<file path="src/rtl/bilinear_mult_issuer.sv">
// Bilinear interpolation job issuer: serialises four pixel*weight products onto the shared
// 16-bit multiplier, accumulates the returned products, then rounds and saturates one output pixel.
module bilinear_mult_issuer #(
    parameter int PIX_W   = 8,
    parameter int FRAC    = 8,
    parameter int TIMEOUT = 16
) (
    input  logic                    clk,
    input  logic                    reset,
    input  logic                    in_valid,
    output logic                    in_ready,
    input  logic [4*PIX_W-1:0]      pix_in,
    input  logic [4*(FRAC+1)-1:0]   wgt_in,
    output logic                    out_valid,
    input  logic                    out_ready,
    output logic [PIX_W-1:0]        pix_out,
    output logic [15:0]             mul_p,
    output logic [15:0]             mul_l,
    output logic                    mul_rdy,
    input  logic [15:0]             prod_in,
    input  logic                    prod_in_rdy,
    output logic                    err_timeout
);

    localparam int WGT_W = FRAC + 1;
    localparam int ACC_W = PIX_W + FRAC + 3;
    localparam int TMR_W = $clog2(TIMEOUT + 1);
    localparam int HALF  = 1 << (FRAC - 1);
    localparam logic [ACC_W:0] PIX_MAX = (ACC_W+1)'((1 << PIX_W) - 1);

    typedef enum logic [2:0] {IDLE, ISSUE, WAIT, ROUND, OUT} state_t;

    typedef struct packed {
        logic [3:0][PIX_W-1:0] pix;
        logic [3:0][WGT_W-1:0] wgt;
    } job_t;

    state_t              state, state_d;
    job_t                job_q, job_d;
    logic [1:0]          idx, idx_d;
    logic [ACC_W-1:0]    acc, acc_d;
    logic [TMR_W-1:0]    timer, timer_d;

    logic                in_ready_d, out_valid_d, mul_rdy_d, err_d;
    logic [PIX_W-1:0]    pix_out_d;
    logic [15:0]         mul_p_d, mul_l_d;

    // Round half up, then clamp anything above the pixel range (weights may sum past 1.0).
    logic [ACC_W:0]      rnd_sum, rnd_shift;
    assign rnd_sum   = {1'b0, acc} + (ACC_W+1)'(HALF);
    assign rnd_shift = rnd_sum >> FRAC;

    always_comb begin
        state_d     = state;
        job_d       = job_q;
        idx_d       = idx;
        acc_d       = acc;
        timer_d     = timer;
        out_valid_d = out_valid;
        pix_out_d   = pix_out;
        mul_p_d     = mul_p;
        mul_l_d     = mul_l;
        mul_rdy_d   = 1'b0;
        err_d       = 1'b0;

        case (state)
            IDLE: begin
                if (in_valid && in_ready) begin
                    job_d     = {pix_in, wgt_in};
                    acc_d     = '0;
                    idx_d     = '0;
                    mul_p_d   = 16'(pix_in[PIX_W-1:0]);
                    mul_l_d   = 16'(wgt_in[WGT_W-1:0]);
                    mul_rdy_d = 1'b1;
                    state_d   = ISSUE;
                end
            end
            ISSUE: begin
                timer_d = '0;
                state_d = WAIT;
            end
            WAIT: begin
                if (prod_in_rdy) begin
                    acc_d = acc + ACC_W'(prod_in);
                    if (idx == 2'd3) begin
                        state_d = ROUND;
                    end else begin
                        idx_d     = idx + 2'd1;
                        mul_p_d   = 16'(job_q.pix[idx_d]);
                        mul_l_d   = 16'(job_q.wgt[idx_d]);
                        mul_rdy_d = 1'b1;
                        state_d   = ISSUE;
                    end
                end else if (timer == TMR_W'(TIMEOUT - 1)) begin
                    err_d   = 1'b1;
                    state_d = IDLE;
                end else begin
                    timer_d = timer + 1'b1;
                end
            end
            ROUND: begin
                pix_out_d   = (rnd_shift > PIX_MAX) ? '1 : rnd_shift[PIX_W-1:0];
                out_valid_d = 1'b1;
                state_d     = OUT;
            end
            OUT: begin
                if (out_ready) begin
                    out_valid_d = 1'b0;
                    state_d     = IDLE;
                end
            end
            default: state_d = IDLE;
        endcase

        // in_ready is registered, so it rises in the first cycle spent in IDLE.
        in_ready_d = (state_d == IDLE);
    end

    always_ff @(posedge clk) begin
        if (reset) begin
            state       <= IDLE;
            job_q       <= '0;
            idx         <= '0;
            acc         <= '0;
            timer       <= '0;
            in_ready    <= 1'b0;
            out_valid   <= 1'b0;
            pix_out     <= '0;
            mul_p       <= '0;
            mul_l       <= '0;
            mul_rdy     <= 1'b0;
            err_timeout <= 1'b0;
        end else begin
            state       <= state_d;
            job_q       <= job_d;
            idx         <= idx_d;
            acc         <= acc_d;
            timer       <= timer_d;
            in_ready    <= in_ready_d;
            out_valid   <= out_valid_d;
            pix_out     <= pix_out_d;
            mul_p       <= mul_p_d;
            mul_l       <= mul_l_d;
            mul_rdy     <= mul_rdy_d;
            err_timeout <= err_d;
        end
    end

endmodule

</file>
<file path="config.mk">
export PLATFORM = sky130hd
export DESIGN_NAME = bilinear_mult_issuer
export DESIGN_NICKNAME = d
export VERILOG_FILES = /design/src/rtl/bilinear_mult_issuer.sv
export SDC_FILE = /design/constraint.sdc
export NUM_CORES = 1
export LEC_CHECK = 0
export CORE_MARGIN = 3
export CORE_UTILIZATION = 55
export DETAILED_ROUTE_END_ITERATION = 7
export GPL_ROUTABILITY_DRIVEN = 0
export PLACE_DENSITY_LB_ADDON = 0.15
export SYNTH_ARGS = -nofsm -noshare
export SYNTH_HDL_FRONTEND = slang
export SYNTH_SLANG_ARGS = --single-unit
</file>
<file path="constraint.sdc">
create_clock -name clk -period 4.67 [get_ports clk]
set_input_delay 0.467 -clock clk [delete_from_list [all_inputs] [get_ports clk]]
set_output_delay 0.467 -clock clk [all_outputs]
set_load 0.02 [all_outputs]
</file>
Run 1, congestion heat map:
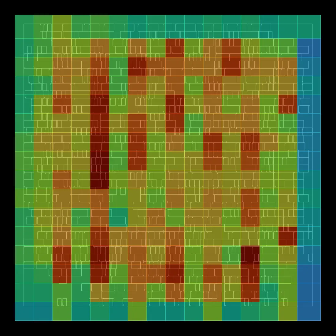
total routing resource utilization after global routing: 24.61%
per-cell routed wire length: 15.51 um
met1 Track Usage GR: 31.92%

Run 1, gate families picked out:
Drawn at 2 px/um.
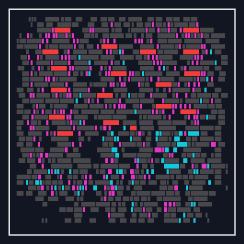
| color | family | cells |
|---|---|---|
| red | multiplexers | 18 |
| cyan | NOR gates | 74 |
| magenta | NAND gates | 228 |

Run 1, layout detail:
Window x 44 to 69, y 21 to 46 um. Cells in gray, sequential cells in the stronger gray; small squares are vias.
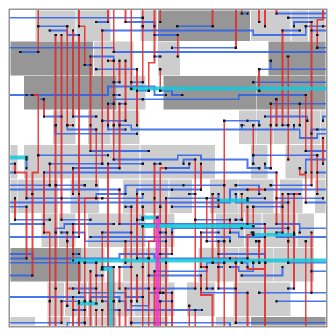
| color | layer |
|---|---|
| cyan | met3 |
| red | met2 |
| magenta | met4 |
| blue | met1 |
netlist names of flops here include: acc (4)
sequential cells in the window: 7
cells with their middle in the window: 56
most frequent: nand2_1 (8), dfxtp_1 (7), nor2_1 (6)

==> impl_metrics.py, run 1 <==
# Synthesis and PnR figures
metrics = {
    "status": {
        "result_of_the_run": "complete, no violations",
    },
    "yosys": {
        "synth_compound_gate_area_share_pct": 17.11,
        "yosys_most_used_dff": "sky130_fd_sc_hd__dfxtp_1",
        "top_cell": "sky130_fd_sc_hd__nand2_1",
        "enable_flop_cells": 0,
        "synth.yosys.chip_area_mm2": 0.006187,
        "synthesis.instances": 739,
        "postSynthAreaPerCell_um2": 8.372,
        "synthDominantCellAreaShare_pct": 40.77,
        "xor_share_synth_pct": 2.831,
        "synth.top_cells.by_area": "sky130_fd_sc_hd__dfxtp_1, sky130_fd_sc_hd__nand2_1, sky130_fd_sc_hd__a21oi_1",
        "fa_ha_area_share_pct": 4.368,
        "leading_cell_types_by_count_after_synthesis": "sky130_fd_sc_hd__nand2_1, sky130_fd_sc_hd__dfxtp_1, sky130_fd_sc_hd__a21oi_1, sky130_fd_sc_hd__nor2_1, sky130_fd_sc_hd__clkbuf_1",
        "number_of_distinct_library_cell_variants_in_the_gate_level_netlist_after_synthesis": 65,
    },
    "clock_tree": {
        "clk_root_buffer_cell": "sky130_fd_sc_hd__clkbuf_16",
        "cts.sink_count": 126,
        "cts-buffers-inserted": 17,
        "h-tree-depth": 4,
        "cts_hold_buf": 0,
        "post_cts.repair.setup_buffers": 0,
    },
    "route": {
        "route.detailed.vias_per_inst": 5.642,
        "wl_met3_um": 976,
        "met2_wirelength_um": 7346,
        "remaining_drc_errors": 0,
        "drt_iter0_markers": 365,
        "vias": 5552,
        "routedLengthMet1_um": 6698,
    },
    "place": {
        "post-place-cells": 952,
        "detailed_place_hpwl_um": 10310,
    },
    "final_timing": {
        "worst_rel_slew_slack_pct": 38.51,
        "period_needed_ps": 2544,
        "fin_worst_hold_slack_ps": 422.0,
        "fin_skew_ps": 7.627,
        "setup_viol_count_final": 0,
        "final.setup.tns_ps": 0,
    },
    "power": {
        "power.sequential.fraction_pct": 40.8,
        "cellLeakagePower_uw": 0.002836,
        "power_density_mw_per_mm2": 368.9,
        "power.net_switching_uw": 768.9,
        "p_clk_share_pct": 44.3,
        "p_int_uw": 2125,
    },
    "worst_setup_path": {
        "critPathMaxStageDelay_ps": 410,
        "critical_path.endpoint": "acc[16]",
        "worstRegToRegCells": 6,
        "regToRegSetupSlack_ps": 2170,
        "cp-end-kind": "register",
        "timing.critical_path.arrival_ps": 2850,
        "cp_data_required_time_ps": 4970,
        "reg2reg_to": "mul_p[2]",
        "crit_path_start": "prod_in[0]",
    },
    "worst_hold_path": {
        "worst_hold_path.num_cells": 2,
        "hold_start": "reset",
        "hold_path_class": "input port to register",
    },
    "finish": {
        "area_growth_syn_to_layout_pct": 26.77,
        "finalNetCount": 941,
        "drive_gt1_share_pct": 8.768,
        "utilization_pct": 71.73,
        "fill_cells": 870,
        "antenna-diode-count": 0,
    },
    "floorplanning": {
        "total_die_area_mm2": 0.01256,
        "chipWidth_um": 112.1,
    },
    "grt": {
        "grt_remaining_overflow": 0,
        "grt_pass1_wl_um": 25220,
    },
}
## run 1: final cells by class
class,count,area [um2],share of cell area [%]
inverters,7,26.28,0.3350
repair buffers,122,1206,15.38
flip-flops and latches,126,2522,32.16
well taps,140,175.2,2.233
clock inverters,11,106.4,1.356
multi-input cells,557,3327,42.42
clock buffers,21,480.5,6.125
## run 1: power by group through the flow
| stage | sequential [uW] | combinational [uW] | clock [uW] |
|---|---|---|---|
| finish | 1180 | 434 | 1280 |
| floorplan | 1210 | 262 | 0 |
| global route | 1190 | 475 | 1350 |
| CTS | 1180 | 433 | 1290 |
| detailed placement | 1200 | 429 | 0 |
| global placement | 1200 | 417 | 0 |
## run 1: stage by stage
stage,area [um2],power [uW]
2_1_floorplan,6240,1472
3_3_place_gp,7257,1616
3_5_place_dp,7257,1631
4_1_cts,7844,2903
5_1_grt,7844,3010
6_report,7844,2894
## run 1: kinds of logic after synthesis
group	count (synthesis)
buf+inv	70
other cells	1
flops	126
simple gates	317
mux	18
xor+xnor	20
compound gates	166
fa+ha+maj	21
## run 1: layer usage
layer,vias up,global-route usage (%)
li1,2731,-
met1,2609,31.92
met2,190,40.17
met3,22,6.038
met4,0,9.135
met5,-,0
## run 1: cells in the final DEF, fill, tap and decap left out, types with 3 or more instances in the layout
cell type	instances
sky130_fd_sc_hd__o211ai_1	3
sky130_fd_sc_hd__ha_1	20
sky130_fd_sc_hd__nor3_1	6
sky130_fd_sc_hd__nand2_1	203
sky130_fd_sc_hd__a31o_2	3
sky130_fd_sc_hd__conb_1	15
sky130_fd_sc_hd__nor4_1	4
sky130_fd_sc_hd__nor2b_1	3
sky130_fd_sc_hd__nand4_1	5
sky130_fd_sc_hd__xnor2_1	11
sky130_fd_sc_hd__clkdlybuf4s50_1	116
sky130_fd_sc_hd__a31oi_1	3
sky130_fd_sc_hd__buf_4	6
sky130_fd_sc_hd__a22oi_1	4
sky130_fd_sc_hd__nor2_1	55
sky130_fd_sc_hd__inv_1	7
sky130_fd_sc_hd__clkbuf_16	17
sky130_fd_sc_hd__a21oi_1	92
sky130_fd_sc_hd__and2_1	3
sky130_fd_sc_hd__a21o_1	3
sky130_fd_sc_hd__a211oi_1	9
sky130_fd_sc_hd__mux4_2	17
sky130_fd_sc_hd__clkinvlp_4	3
sky130_fd_sc_hd__dfxtp_1	126
sky130_fd_sc_hd__a311oi_1	17
sky130_fd_sc_hd__clkbuf_8	4
sky130_fd_sc_hd__and3_1	3
sky130_fd_sc_hd__clkinv_4	3
sky130_fd_sc_hd__xor2_1	9
sky130_fd_sc_hd__nand3_1	17
sky130_fd_sc_hd__o21ai_0	12
## run 1: sequential cells by signal, summed over array words and instances (netlist names)
name	flops
err_timeout	1
mul_rdy	1
acc	19
job_q	68
out_valid	1
timer	5
state	3
in_ready	1
mul_p	8
idx	2
mul_l	9
pix_out	8
## run 1: critical path, delay by kind of cell
family	cells	cell delay, ps
AOI/OAI and AO/OA	5	1340
adders and majority gates	2	640
buffers and inverters	1	400
Run 1, register map, names as in the netlist:
Drawn at 2 px/um. Other sequential cells in the stronger gray, the rest of the logic in the fainter gray.
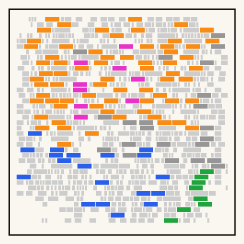

--- run 2 (diff from run 1) ---
--- a/config.mk
+++ b/config.mk
@@ -6,7 +6,7 @@
 export NUM_CORES = 1
 export LEC_CHECK = 0
 export CORE_MARGIN = 3
-export CORE_UTILIZATION = 55
+export CORE_UTILIZATION = 51
 export DETAILED_ROUTE_END_ITERATION = 7
 export GPL_ROUTABILITY_DRIVEN = 0
 export PLACE_DENSITY_LB_ADDON = 0.15
==> constraint.sdc (replaced) <==
create_clock -name clk -period 2.4 [get_ports clk]
set_input_delay 0.24 -clock clk [delete_from_list [all_inputs] [get_ports clk]]
set_output_delay 0.24 -clock clk [all_outputs]
set_load 0.02 [all_outputs]
Run 2, register map, names as in the netlist:
Drawn at 2 px/um. Other sequential cells in the stronger gray, the rest of the logic in the fainter gray.
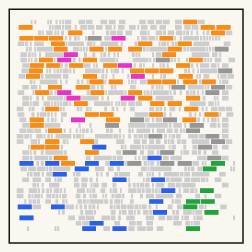
| color | name in the netlist | placed flops |
|---|---|---|
| orange | job_q | 68 |
| blue | acc | 19 |
| magenta | mul_l | 9 |
| green | pix_out | 8 |

==> impl_metrics.py, run 2 <==
# Synthesis and PnR figures
metrics = {
    "final_timing": {
        "worst_rel_slew_slack_pct": 55.61,
        "grt_setup_unrepaired": "false",
        "setup_viol_count_final": 0,
        "period_needed_ps": 2218,
        "maxClockFrequency_mhz": 450.8,
        "final_worst_path_period_share_pct": 92.42,
        "fin_skew_ps": 5.233,
        "final.setup.tns_ps": 0,
        "setup_slack_ps": 182.0,
    },
    "clock_tree": {
        "cts.reportedPaths.clkPinSlew_ps": 60,
        "tritoncts_clock_tree": "built",
        "cts-buffers-inserted": 17,
        "cts_hold_buf": 0,
        "post_cts.repair.setup_buffers": 0,
        "h-tree-depth": 4,
        "cts.sink_count": 126,
        "clk_root_buffer_cell": "sky130_fd_sc_hd__clkbuf_16",
        "clock_path_buffers": 2,
    },
    "route": {
        "drt_iter0_markers": 405,
        "remaining_drc_errors": 0,
        "drt_pass_1_iters": 5,
        "drt.antenna.violating_nets": 0,
        "vias": 5581,
        "post_drt_wl_per_cell_um": 15.80,
        "route.detailed.vias_per_inst": 5.587,
        "wirelength_um": 15790,
    },
    "finish": {
        "largest_register_ffs": 68,
        "finalNetCount": 953,
        "layout.area.comb_mm2": 0.003338,
        "reg.largest.list": "job_q x68, acc x19, mul_l x9",
        "fill_cells": 972,
        "flop_area_mm2": 0.002522,
        "regMostFlops": "job_q",
        "drive_gt1_share_pct": 9.696,
        "layout_top_cell_excl_fill_tap": "sky130_fd_sc_hd__nand2_1",
        "antenna-diode-count": 0,
        "utilization_pct": 68.79,
        "area_growth_syn_to_layout_pct": 29.12,
        "layout_top_cells": "sky130_fd_sc_hd__nand2_1, sky130_fd_sc_hd__dfxtp_1, sky130_fd_sc_hd__clkdlybuf4s50_1",
    },
    "yosys": {
        "postSynthAreaPerCell_um2": 8.372,
        "ys.warnings.count": 0,
        "number_of_distinct_library_cell_variants_in_the_gate_level_netlist_after_synthesis": 65,
        "postSynthSeqShare_pct": 40.77,
        "top_cell": "sky130_fd_sc_hd__nand2_1",
        "synthDominantCellAreaShare_pct": 40.77,
        "post_synth_instance_area_mm2": 0.006187,
        "yosys_most_used_dff": "sky130_fd_sc_hd__dfxtp_1",
        "enable_flop_cells": 0,
        "synth_flops": 126,
        "leading_cell_types_by_count_after_synthesis": "sky130_fd_sc_hd__nand2_1, sky130_fd_sc_hd__dfxtp_1, sky130_fd_sc_hd__a21oi_1, sky130_fd_sc_hd__nor2_1, sky130_fd_sc_hd__clkbuf_1",
        "synth.top_cells.by_area": "sky130_fd_sc_hd__dfxtp_1, sky130_fd_sc_hd__nand2_1, sky130_fd_sc_hd__a21oi_1",
        "synth.yosys.chip_area_mm2": 0.006187,
        "yosys-stat-cells": 739,
        "synthesis.instances": 739,
    },
    "worst_setup_path": {
        "setup.worst_path.start_class": "register",
        "crit_path_start": "acc[0]",
        "timing.critical_path.arrival_ps": 2510,
        "worstRegToRegCells": 9,
        "cp_data_required_time_ps": 2690,
        "cp-end-kind": "register",
        "critical_path.endpoint": "acc[8]",
        "timing.critical_path.fanout_max": 2,
        "reg2reg_to": "acc[8]",
        "regToRegSetupSlack_ps": 180,
    },
    "grt": {
        "global_route.usage.total_pct": 23.72,
        "grt_remaining_overflow": 0,
        "grt_pass1_wl_um": 25270,
    },
    "worst_hold_path": {
        "hold_start": "reset",
        "hold_path_class": "input port to register",
    },
    "floorplanning": {
        "design.portCount": 133,
        "die-height_um": 116.1,
        "effective_utilization_at_floorplan_pct": 53.28,
        "total_die_area_mm2": 0.01349,
        "chipWidth_um": 116.1,
        "core_mm2": 0.01161,
    },
    "power": {
        "power_density_mw_per_mm2": 715.1,
        "cellLeakagePower_uw": 0.002923,
        "worst_ir_drop_vdd_v": 0.0004855,
        "power_uw": 5713,
    },
    "status": {
        "result_of_the_run": "complete, no violations",
    },
    "place": {
        "detailed_place_hpwl_um": 10740,
    },
    "job": {
        "stage_log_warnings": 26,
    },
}
## run 2: cell counts after synthesis
Identical to the previous run, type by type.
## run 2: metrics by stage
stage / instances / area, um2 / hold slack [ps]
finish: 999 / 7989 / 244.4
global route: 999 / 7989 / 251.5
CTS: 999 / 7978 / 230.5
detailed placement: 967 / 7388 / 445.3
global placement: 967 / 7388 / 438.4
floorplan: 753 / 6240 / 376.0
## run 2: cells by family (layout without fill, tap and decap cells)
logic type               after synthesis  in the layout  share of synthesized area (%)
AND-OR/OR-AND                        166            166                          17.11
buffers and inverters                 70            173                          6.431
XOR/XNOR                              20             20                          2.831
AND/OR/NAND/NOR                      317            317                          22.08
other                                  1             15                        0.06061
multiplexers                          18             18                          6.350
flip-flops                           126            126                          40.77
adder cells (fa/ha/maj)               21             21                          4.368
## run 2: worst min path at each step
stage | depth (start not counted) | endpoint
2_1_floorplan | 2 | job_q[0]
3_3_place_gp | 2 | job_q[56]
3_5_place_dp | 2 | job_q[18]
4_1_cts | 2 | timer[4]
5_1_grt | 2 | state[0]
6_report | 2 | state[0]
## run 2: routing by layer
layer / wire [um] / track usage (%) / share of wire [%]
met1: 6743 / 30.94 / 43
met2: 7814 / 38.63 / 49
met3: 1059 / 5.699 / 6.7
met4: 170 / 8.430 / 1.1
met5: 0 / 0 / 0
## run 2: worst max-delay path: stages, from the launching register on
cell,delay (ps)
sky130_fd_sc_hd__dfxtp_1,310
sky130_fd_sc_hd__ha_1,200
sky130_fd_sc_hd__fa_1,430
sky130_fd_sc_hd__a21oi_2,200
sky130_fd_sc_hd__o221ai_2,170
sky130_fd_sc_hd__buf_4,170
sky130_fd_sc_hd__a21o_1,170
sky130_fd_sc_hd__a21oi_1,170
sky130_fd_sc_hd__xor2_1,170
sky130_fd_sc_hd__o21ai_0,90
## run 2: final cells by class
class / count / share of cell area (%)
inverter: 7 / 0.3289
multi-input combinational: 557 / 41.79
clock inverter: 6 / 1.002
tap: 143 / 2.240
clock buffer: 26 / 6.374
sequential: 126 / 31.57
timing repair buffer: 134 / 16.70
## run 2: report_power, final
group / internal [uW] / switching [uW]
Clock: 1660 / 880
Sequential: 2210 / 83.9
Combinational: 407 / 470
Power is estimated from default activity; no workload was simulated.
